--- src/rtl/gyro_spi_reader.sv ---
// PmodGyro SPI reader: writes CTRL_REG1 once after reset, then polls the
// six X/Y/Z rate registers with one burst read and publishes all three axes
// together. SPI mode 3 (sclk idles high), MSB first.
//
// Handshake: data_valid is a one-clock strobe with no ready; the axis
// outputs are valid whenever data_valid is high and hold until the next
// strobe.
module gyro_spi_reader #(
  parameter int         CLK_DIV     = 50,
  parameter int         POLL_CYCLES = 1000000,
  parameter logic [7:0] CFG_BYTE    = 8'h0F
) (
  input  logic        clk,
  input  logic        rst,
  input  logic        en,
  input  logic        miso,
  output logic        sclk,
  output logic        mosi,
  output logic        ss,
  output logic [15:0] xAxis_gyro,
  output logic [15:0] yAxis_gyro,
  output logic [15:0] zAxis_gyro,
  output logic        data_valid,
  output logic        busy,
  output logic [2:0]  state_dbg
);

  localparam int DIV_W      = (CLK_DIV > 1) ? $clog2(CLK_DIV) : 1;
  localparam int GAP_CYCLES = 2 * CLK_DIV;
  localparam int CNT_MAX    = (POLL_CYCLES > GAP_CYCLES) ? POLL_CYCLES : GAP_CYCLES;
  localparam int CNT_W      = $clog2(CNT_MAX + 1);

  typedef enum logic [2:0] {
    S_CFG     = 3'd0,
    S_CFG_GAP = 3'd1,
    S_IDLE    = 3'd2,
    S_READ    = 3'd3,
    S_PUBLISH = 3'd4,
    S_WAIT    = 3'd5
  } state_t;

  // Phases of one ss-low transaction; OFF means ss is high.
  typedef enum logic [2:0] {
    PH_OFF   = 3'd0,
    PH_SETUP = 3'd1,
    PH_LOW   = 3'd2,
    PH_HIGH  = 3'd3,
    PH_HOLD  = 3'd4
  } phase_t;

  state_t      state, state_next;
  phase_t      phase;
  logic [DIV_W-1:0] div_cnt;
  logic [5:0]  bit_cnt;
  logic [CNT_W-1:0] cnt;
  logic [55:0] tx_sh;
  logic [47:0] rx_sh;
  logic        div_last;
  logic        bit_last;
  logic        xfer_done;
  logic        xfer_start;
  logic [55:0] tx_load;

  assign div_last  = (div_cnt == DIV_W'(CLK_DIV - 1));
  assign bit_last  = (bit_cnt == ((state == S_CFG) ? 6'd15 : 6'd55));
  assign xfer_done = (phase == PH_HOLD) && div_last;

  // State register.
  always_ff @(posedge clk or negedge rst) begin
    if (!rst) state <= S_CFG;
    else      state <= state_next;
  end

  // Next state, plus the transaction launch decided on entry to CFG/READ so
  // ss falls on the same edge the FSM enters the transfer state.
  always_comb begin
    state_next = state;
    xfer_start = 1'b0;
    tx_load    = {8'hE8, 48'h0};
    case (state)
      S_CFG:     if (xfer_done) state_next = S_CFG_GAP;
      S_CFG_GAP: if (cnt == CNT_W'(GAP_CYCLES - 1)) state_next = S_IDLE;
      S_IDLE:    if (en) state_next = S_READ;
      S_READ:    if (xfer_done) state_next = S_PUBLISH;
      S_PUBLISH: state_next = S_WAIT;
      S_WAIT:    if (cnt == CNT_W'(POLL_CYCLES - 1)) state_next = en ? S_READ : S_IDLE;
      default:   state_next = S_CFG;
    endcase
    if ((phase == PH_OFF) && ((state_next == S_CFG) || (state_next == S_READ)))
      xfer_start = 1'b1;
    if (state_next == S_CFG)
      tx_load = {8'h20, CFG_BYTE, 40'h0};
  end

  // Dwell counter for CFG_GAP and WAIT; restarts on every state change.
  always_ff @(posedge clk or negedge rst) begin
    if (!rst)                                      cnt <= '0;
    else if (state_next != state)                  cnt <= '0;
    else if ((state == S_CFG_GAP) || (state == S_WAIT)) cnt <= cnt + CNT_W'(1);
  end

  // SPI engine: setup, 8*N low/high bit periods, hold. mosi shifts only when
  // sclk falls between bits; miso is captured on the edge sclk rises.
  always_ff @(posedge clk or negedge rst) begin
    if (!rst) begin
      phase   <= PH_OFF;
      div_cnt <= '0;
      bit_cnt <= '0;
      tx_sh   <= '0;
      rx_sh   <= '0;
    end else if (phase == PH_OFF) begin
      if (xfer_start) begin
        phase   <= PH_SETUP;
        div_cnt <= '0;
        bit_cnt <= '0;
        tx_sh   <= tx_load;
        rx_sh   <= '0;
      end
    end else if (!div_last) begin
      div_cnt <= div_cnt + DIV_W'(1);
    end else begin
      div_cnt <= '0;
      case (phase)
        PH_SETUP: phase <= PH_LOW;
        PH_LOW: begin
          phase <= PH_HIGH;
          rx_sh <= {rx_sh[46:0], miso};
        end
        PH_HIGH: begin
          if (bit_last) begin
            phase <= PH_HOLD;
          end else begin
            phase   <= PH_LOW;
            bit_cnt <= bit_cnt + 6'd1;
            tx_sh   <= {tx_sh[54:0], 1'b0};
          end
        end
        default: phase <= PH_OFF;
      endcase
    end
  end

  // Axis registers load only from a completed read, in the same edge that
  // enters PUBLISH, so all three change together with data_valid.
  always_ff @(posedge clk or negedge rst) begin
    if (!rst) begin
      xAxis_gyro <= '0;
      yAxis_gyro <= '0;
      zAxis_gyro <= '0;
    end else if ((state == S_READ) && xfer_done) begin
      xAxis_gyro <= {rx_sh[39:32], rx_sh[47:40]};
      yAxis_gyro <= {rx_sh[23:16], rx_sh[31:24]};
      zAxis_gyro <= {rx_sh[7:0],   rx_sh[15:8]};
    end
  end

  assign ss         = (phase == PH_OFF);
  assign sclk       = (phase != PH_LOW);
  assign mosi       = (phase != PH_OFF) && tx_sh[55];
  assign busy       = (phase != PH_OFF);
  assign data_valid = (state == S_PUBLISH);
  assign state_dbg  = state;

endmodule

--- config.mk ---
export PLATFORM = sky130hd
export DESIGN_NAME = gyro_spi_reader
export DESIGN_NICKNAME = d
export VERILOG_FILES = /design/src/rtl/gyro_spi_reader.sv
export SDC_FILE = /design/constraint.sdc
export NUM_CORES = 1
export LEC_CHECK = 0
export ABC_CLOCK_PERIOD_IN_PS = 5400
export CAP_MARGIN = 5
export CORE_ASPECT_RATIO = 0.7
export CORE_MARGIN = 4
export CORE_UTILIZATION = 45
export DETAILED_ROUTE_END_ITERATION = 16
export PLACE_DENSITY = 0.65
export SLEW_MARGIN = 0
export SYNTH_ARGS = -nofsm -noshare
export SYNTH_HDL_FRONTEND = slang
export SYNTH_SLANG_ARGS = --single-unit
--- constraint.sdc ---
create_clock -name clk -period 5.4 [get_ports clk]
set_clock_uncertainty 0.15 [all_clocks]
set_input_delay 1.08 -clock clk [delete_from_list [all_inputs] [get_ports clk]]
set_output_delay 1.08 -clock clk [all_outputs]
set_load 0.03 [all_outputs]
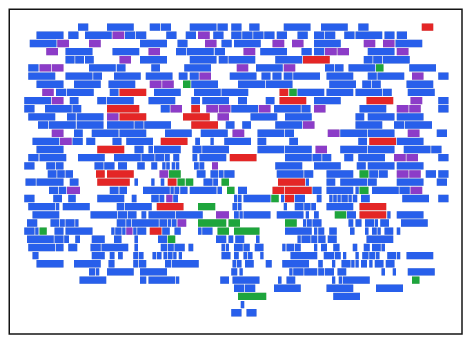
(run_1/drive_strength.png)
(3 px per um)
Purple marks drive 2, cells 55, share 9.4%. Green marks drive 3 to 4, cells 22, share 3.8%. Red marks drive 6 and up, cells 27, share 4.6%. Blue marks drive 1 or less, cells 479, share 82%.

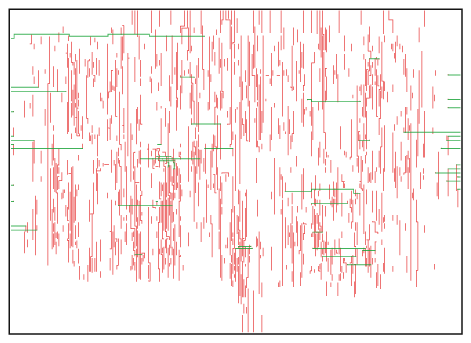
(run_1/metal_stack.png)
(3 px per um) Only two layers are drawn.
Red marks met2, wire length 5850 um. Green marks met3, wire length 404 um.
final wirelength: 12.9 mm
Avg WL per Cell: 16.7 um

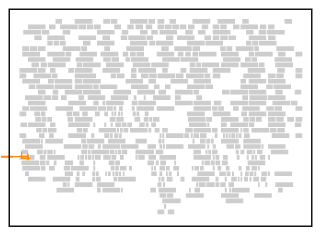
(run_1/port_nets.png)
(2 px per um)
Orange marks ss, bits 1, direction output, end cells 1, buffers 1, wire 17.9 um.
io pins: 60
port bufs: 59

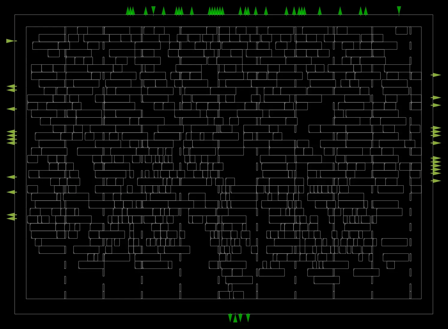
(run_1/final_placement.png)
Non-Filler Instances: 773
# Taps: 190
Finished Core Util: 0.559

==> changes_impl.md, run 1 <==
## Flow update

* Cells after synthesis at 512
* Aoi/oai-family share of the synthesized area at 0.155
* Power Dens Cells at 300 mW/mm^2
* Placed inst area at 0.00718 sq mm
* Critical Path Max Stage Delay at 590 ps
* Reg-to-Reg Start: cnt[11]
* Logic share of the area at 0.321
* Status: completed
* Setup TNS at 0 ps
* Synth unique cells at 58
* Pre-Repair DR Iteration Count at 4
* Residual DRC at 0
* Crit path max fanout at 10
* Area added between synthesis and finish at 21.6%
* Buffers, non-clock at 67
* Clkbuf count at 17
* Flops after synth at 150
* Clk latency late pin at 410 ps
* Fin crit share at 0.648
* Main synth FF type: dfrtp_1
* Syn. warnings at 0
* Total gr overflow at 0
* Worst Setup End Kind: output port
* F_max at 0.286 GHz
* Unrepaired setup endpoints after global routing: false
* Mean Syn Cell Area at 12.5 sq um
* Max H-tree Level at 4
==> run 1: flip-flops by register name, indices dropped and copies added (netlist names) <==
signal and flops:
bit_cnt 6, cnt 20, div_cnt 6, phase 3
rx_sh 48, state_dbg 3, tx_sh 16, xAxis_gyro 16
yAxis_gyro 16, zAxis_gyro 16
==> run 1: cells by family after synthesis <==
| family | Yosys count |
|---|---|
| buffers and inverters | 39 |
| DFF | 150 |
| muxes | 51 |
| adders and majority gates | 5 |
| xor gates and xnor gates | 20 |
| AOI/OAI and AO/OA | 121 |
| and+or+nand+nor | 126 |
==> run 1: report_power, final <==
part | switching [uW] | internal [uW]
registers | 0 | 1120
clock network | 493 | 693
logic | 21.3 | 2.43
==> run 1: placed cells by master, fill, tap and decap left out, types with 3 or more instances in the layout <==
cell               n
clkdlybuf4s50_1   58
o2bb2ai_1         18
mux2_2            48
nand4_1            8
o21a_1             3
a22o_1            49
o21ai_0            5
a21oi_1           17
nand2_1           22
buf_4              8
or2_2              3
xor2_1            11
nand3_1           10
xnor2_1            9
nor2_1            37
a22oi_1            9
nor4bb_1           3
clkinvlp_4         3
inv_1             12
and2_1             3
clkbuf_16         17
mux2i_1            3
o22ai_1            4
inv_6              5
nor3_1            11
a2bb2oi_1          3
and3_1             4
ha_1               4
dfrtp_1          150
==> run 1: cells in the mapped netlist (3+ instances only) <==
| master | count | area share |
|---|---|---|
| buf_2 | 4 | 0.0031 |
| clkbuf_1 | 15 | 0.0088 |
| dfrtp_1 | 150 | 0.59 |
| o2bb2ai_1 | 18 | 0.025 |
| a2bb2oi_1 | 3 | 0.0041 |
| o21ai_0 | 5 | 0.0039 |
| nand3_1 | 10 | 0.0078 |
| o22ai_1 | 4 | 0.0039 |
| ha_1 | 4 | 0.0078 |
| nand4_1 | 8 | 0.0078 |
| or2_2 | 3 | 0.0029 |
| buf_1 | 5 | 0.0029 |
| and3_1 | 4 | 0.0039 |
| nor3_1 | 11 | 0.0086 |
| a22o_1 | 49 | 0.067 |
| nand2_1 | 22 | 0.013 |
| mux2i_1 | 3 | 0.0047 |
| a22oi_1 | 9 | 0.011 |
| inv_1 | 12 | 0.0070 |
| xor2_1 | 11 | 0.015 |
| xnor2_1 | 9 | 0.012 |
| mux2_2 | 48 | 0.085 |
| nor2_1 | 39 | 0.023 |
| o21a_1 | 3 | 0.0035 |
| a21oi_1 | 17 | 0.013 |
| and2_1 | 3 | 0.0029 |
| nor4bb_1 | 3 | 0.0047 |
==> run 1: worst reg2reg max path, delay by kind of cell, from the launching register on <==
family	cells	cell delay, ps
and+or+nand+nor	3	1430
buffers and inverters	1	450
DFF	1	420
AOI/OAI and AO/OA	4	930
==> run 1: routing by layer <==
layer	up-vias	track usage	part of all wire
li1	2017	-	-
met1	2185	0.251	0.51
met2	70	0.250	0.45
met3	7	0.0396	0.031
met4	0	0.0483	0.0068
met5	-	0	0
==> run 1: worst max-delay path by stage <==
stage,depth (start not counted),endpoint,slack [ps],startpoint
after global placement,9,rx_sh[36],1700,en
after detailed placement,9,rx_sh[45],1640,en
after floorplan,9,bit_cnt[4],2330,state_dbg[0]
after CTS,3,mosi,1880,phase[0]
final,3,mosi,1900,phase[0]
after global routing,8,rx_sh[31],1750,cnt[11]
## Run 2: what changed since run 1
ABC_CLOCK_PERIOD_IN_PS = 3390   (was 5400)
clock period = 3.39 ns   (was 5.4 ns; I/O delays follow)
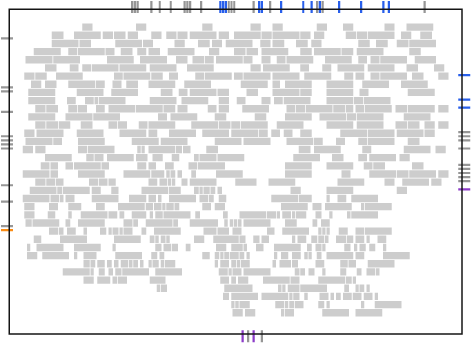
(run_2/pins.png)
(3 px per um) Pins as bars across the die edge, other pins in gray.
Orange marks ss, pins 1, direction output, edge left. Purple marks state_dbg, pins 3, direction output, edge 2 bottom, 1 right. Blue marks xAxis_gyro, pins 16, direction output, edge 13 top, 3 right.
All pins by edge: 31 top, 13 right, 12 left, 4 bottom.
Die Height: 108 um
die span in x: 150 um

==> changes_impl.md, run 2 <==
## Flow update

* Status: completed
* Max H-tree Level at 4 (unchanged)
* Main synth FF type: dfrtp_1
* Syn. warnings at 0 (unchanged)
* Flops after synth at 150 (unchanged)
* Io pins at 60 (unchanged)
* Clk latency late pin at 410 ps (about the same)
* Cells after synthesis at 512 (unchanged)
* Worst path depth at 7 (+4)
* Top area contributor share at 0.587 (unchanged)
* Unrepaired setup endpoints after global routing: false
* Non-Filler Instances at 780 (+0.91%)
* Top area cell types: dfrtp_1 59%, mux2_2 8.5%, a22o_1 6.7%
* Power Dens Cells at 460 mW/mm^2 (+53%)
* Avg WL per Cell at 16.4 um (-1.6%)
* Fin crit share at 0.952
* Max FFs per register at 48 (unchanged)
* Residual DRC at 0 (unchanged)
* Port bufs at 59 (unchanged)
* Largest regs: rx_sh (48), cnt (20)
* Synth area leader: dfrtp_1
* Crit path max fanout at 15 (+5)
* Worst Setup End Kind: register
* Switching part of the total at 0.233 (+0.0124)
* P_sw at 839 uW (+63%)
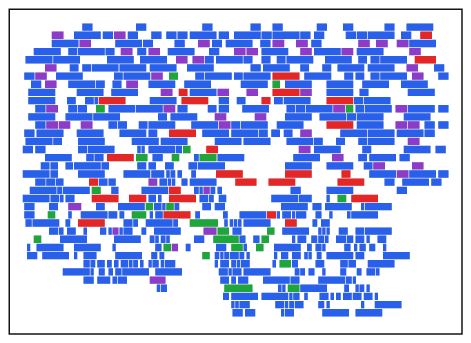
(run_2/drive_strength.png)
(3 px per um)
Green marks drive 3 to 4, cells 27, share 4.6%. Purple marks drive 2, cells 55, share 9.3%. Blue marks drive 1 or less, cells 479, share 81%. Red marks drive 6 and up, cells 29, share 4.9%.
post-route setup slack: 163 ps
design area: 0.00783 sq mm
area added between synthesis and finish: 22.5%
Buffers, non-clock: 73

run 2: kinds of logic (layout without fill, tap and decap cells):
| kind of cell | after synthesis | after routing | share of synthesized area |
|---|---|---|---|
| AND-OR/OR-AND | 121 | 121 | 0.155 |
| XOR/XNOR | 20 | 20 | 0.0274 |
| adder cells (fa/ha/maj) | 5 | 5 | 0.00940 |
| buffers and inverters | 39 | 117 | 0.0260 |
| flip-flops | 150 | 150 | 0.587 |
| multiplexers | 51 | 51 | 0.0893 |
| AND/OR/NAND/NOR | 126 | 126 | 0.106 |
run 2: per-stage QoR:
| step | util | power, uW | instance area (sq um) |
|---|---|---|---|
| 4_1_cts | 0.561 | 3650 | 7810 |
| 2_1_floorplan | - | 1820 | 6390 |
| 6_report | 0.562 | 3600 | 7830 |
| 3_5_place_dp | 0.521 | 1870 | 7250 |
| 5_1_grt | 0.562 | 3740 | 7830 |
| 3_3_place_gp | 0.521 | 1870 | 7250 |
run 2: metal layers:
metal / GRT usage / vias to the layer above / wire length [um]
li1: - / 2024 / -
met1: 0.254 / 2177 / 6480
met2: 0.244 / 70 / 5840
met3: 0.0434 / 7 / 381
met4: 0.0385 / 0 / 83
met5: 0 / - / 0
run 2: area by class of cell:
type	count	area, sq um
fillers	1161	6090
flip-flops and latches	150	3750
multi-input cells	323	2500
repair buffers	73	726
clock buffers	18	429
well taps	190	238
clock inverters	14	133
inverters	12	45.0
run 2: worst max path at each step:
stage | endpoint | slack, ps
after global placement | tx_sh[49] | 140
after detailed placement | tx_sh[44] | 80
after CTS | bit_cnt[4] | 40
final | bit_cnt[4] | 160
after global routing | bit_cnt[4] | 30
after floorplan | bit_cnt[4] | 320
run 2: power groups by stage:
stage                     Clock, uW  Sequential [uW]  Combinational, uW
after floorplan                   0             1820             0.0200
after global placement            0             1820               43.2
after detailed placement          0             1820               43.9
after CTS                      1820             1790               43.9
after global routing           1900             1790               49.7
final                          1770             1790               41.0
run 2: worst reg2reg max path: cells and delay by family, from the launching register on:
kind,cells,cell delay [ps]
flip-flops,1,420
AND/OR/NAND/NOR,4,1690
AND-OR/OR-AND,3,850
## Run 3: what changed since run 2
CTS_CLUSTER_SIZE = 10   (was default)
==> changes_impl.md, run 3 <==
## Flow update

* Die span in x at 150 um (unchanged)
* Top area contributor share at 0.587 (unchanged)
* Critical Path Start Type: register
* WS Path Type: register to register
* Post-CTS Setup Bufs at 0
* Max FFs per register at 48 (unchanged)
* Max H-tree Level at 4 (unchanged)
* Inserted Diodes at 0
* Reg area at 0.00375 sq mm (unchanged)
* Pre-Repair DR Iteration Count at 4
* Syn. warnings at 0 (unchanged)
* FILL cells at 1161 (unchanged)
* Mean Syn Cell Area at 12.5 sq um
* Largest regs: rx_sh (48), cnt (20)
* Lkg Pwr at 0.00360 uW
* Power Dens Cells at 460 mW/mm^2 (unchanged)
* Main synth FF type: dfrtp_1
* Synth area leader: dfrtp_1
* Status: completed
* Port bufs at 59 (unchanged)
* Cells after synthesis at 512 (unchanged)
* Die Height at 108 um (unchanged)
* Final Hold Vio Count at 0
* Fin crit share at 0.952 (unchanged)
* Area added between synthesis and finish at 22.5% (unchanged)
* Flops after synth at 150 (unchanged)
* Core Region at 0.0139 sq mm
* Clk latency late pin at 410 ps (about the same)
* Io pins at 60 (unchanged)
* Crit path max fanout at 15 (unchanged)
* Top area cell types: dfrtp_1 59%, mux2_2 8.5%, a22o_1 6.7%
* Detail Route Antenna Nets at 0
* CTS root buffer: clkbuf_16
* Worst Hold Class: primary input to async pin
* Unrepaired setup endpoints after global routing: false
* MI comb area at 0.00250 sq mm (unchanged)
* Non-Filler Instances at 780 (unchanged)
* Avg WL per Cell at 16.4 um (unchanged)
* Slew HR at 0.500
* Residual DRC at 0 (unchanged)
* Worst Setup End Kind: register
* Post-route setup slack at 163 ps (unchanged)
run 3: cell counts after synthesis:
No cell type changed its count.
run 3: final cells by class:
class	count	share of cell area
clock inverters	14	0.0169
well taps	190	0.0304
repair buffers	73	0.0927
flip-flops and latches	150	0.479
inverters	12	0.00575
multi-input cells	323	0.320
clock buffers	18	0.0548
run 3: worst paths after layout:
path,slack (ps),depth (start not counted),end,start
min reg2reg,350,1,tx_sh[55],tx_sh[55]
min,120,1,xAxis_gyro[13],rst
min in group clk,350,1,tx_sh[55],tx_sh[55]
max reg2reg,160,7,bit_cnt[4],cnt[12]
max,160,7,bit_cnt[4],cnt[12]
max in group asynchronous,2060,2,rx_sh[14],rst
run 3: timing repair:
item,4_1_cts,5_1_grt
hold buffers,0,0
gates resized,0,3
endpoints found under the setup margin,0,41
run 3: logic make-up after synthesis:
group,share of synthesized area
xor+xnor,0.0274
mux,0.0893
fa+ha+maj,0.00940
flops,0.587
simple gates,0.106
buf+inv,0.0260
compound gates,0.155
run 3: worst register-to-register path: stages, from the launching register on:
cell and delay, ps:
dfrtp_1 420, or4_4 540, or4_4 480, o311ai_4 350
or3b_4 460, o221ai_4 320, nand2b_4 210, o2bb2ai_1 180
run 3: report_power, final:
| part | switching (uW) | internal [uW] |
|---|---|---|
| registers | 0 | 1790 |
| clock network | 804 | 968 |
| logic | 34.7 | 6.28 |
run 3: metal layers:
metal  GRT usage  share of wire
met1       0.254           0.51
met3      0.0434          0.030
met5           0              0
met2       0.244           0.46
met4      0.0385         0.0065
run 3: metrics by stage:
step	area [sq um]	util	total power, uW
after CTS	7810	0.561	3650
final	7830	0.562	3600
after global placement	7250	0.521	1870
after floorplan	6390	-	1820
after detailed placement	7250	0.521	1870
after global routing	7830	0.562	3740
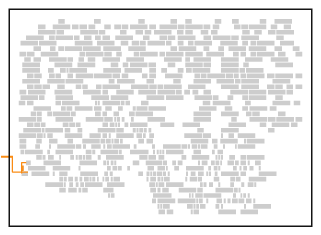
(run_3/port_nets.png)
(2 px per um)
Orange marks ss, bits 1, direction output, end cells 1, buffers 1, wire 24.6 um.

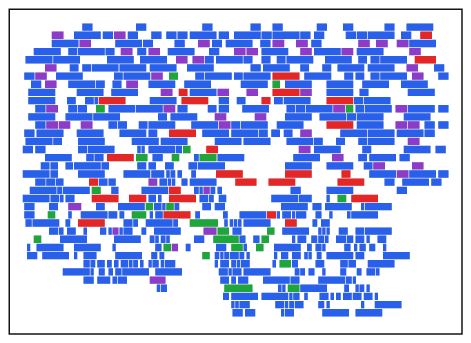
(run_3/drive_strength.png)
(3 px per um)
Green marks drive 3 to 4, cells 27, share 4.6%. Red marks drive 6 and up, cells 29, share 4.9%. Blue marks drive 1 or less, cells 479, share 81%. Purple marks drive 2, cells 55, share 9.3%.

No activity file was given, so power comes from the tool's default toggle rates.
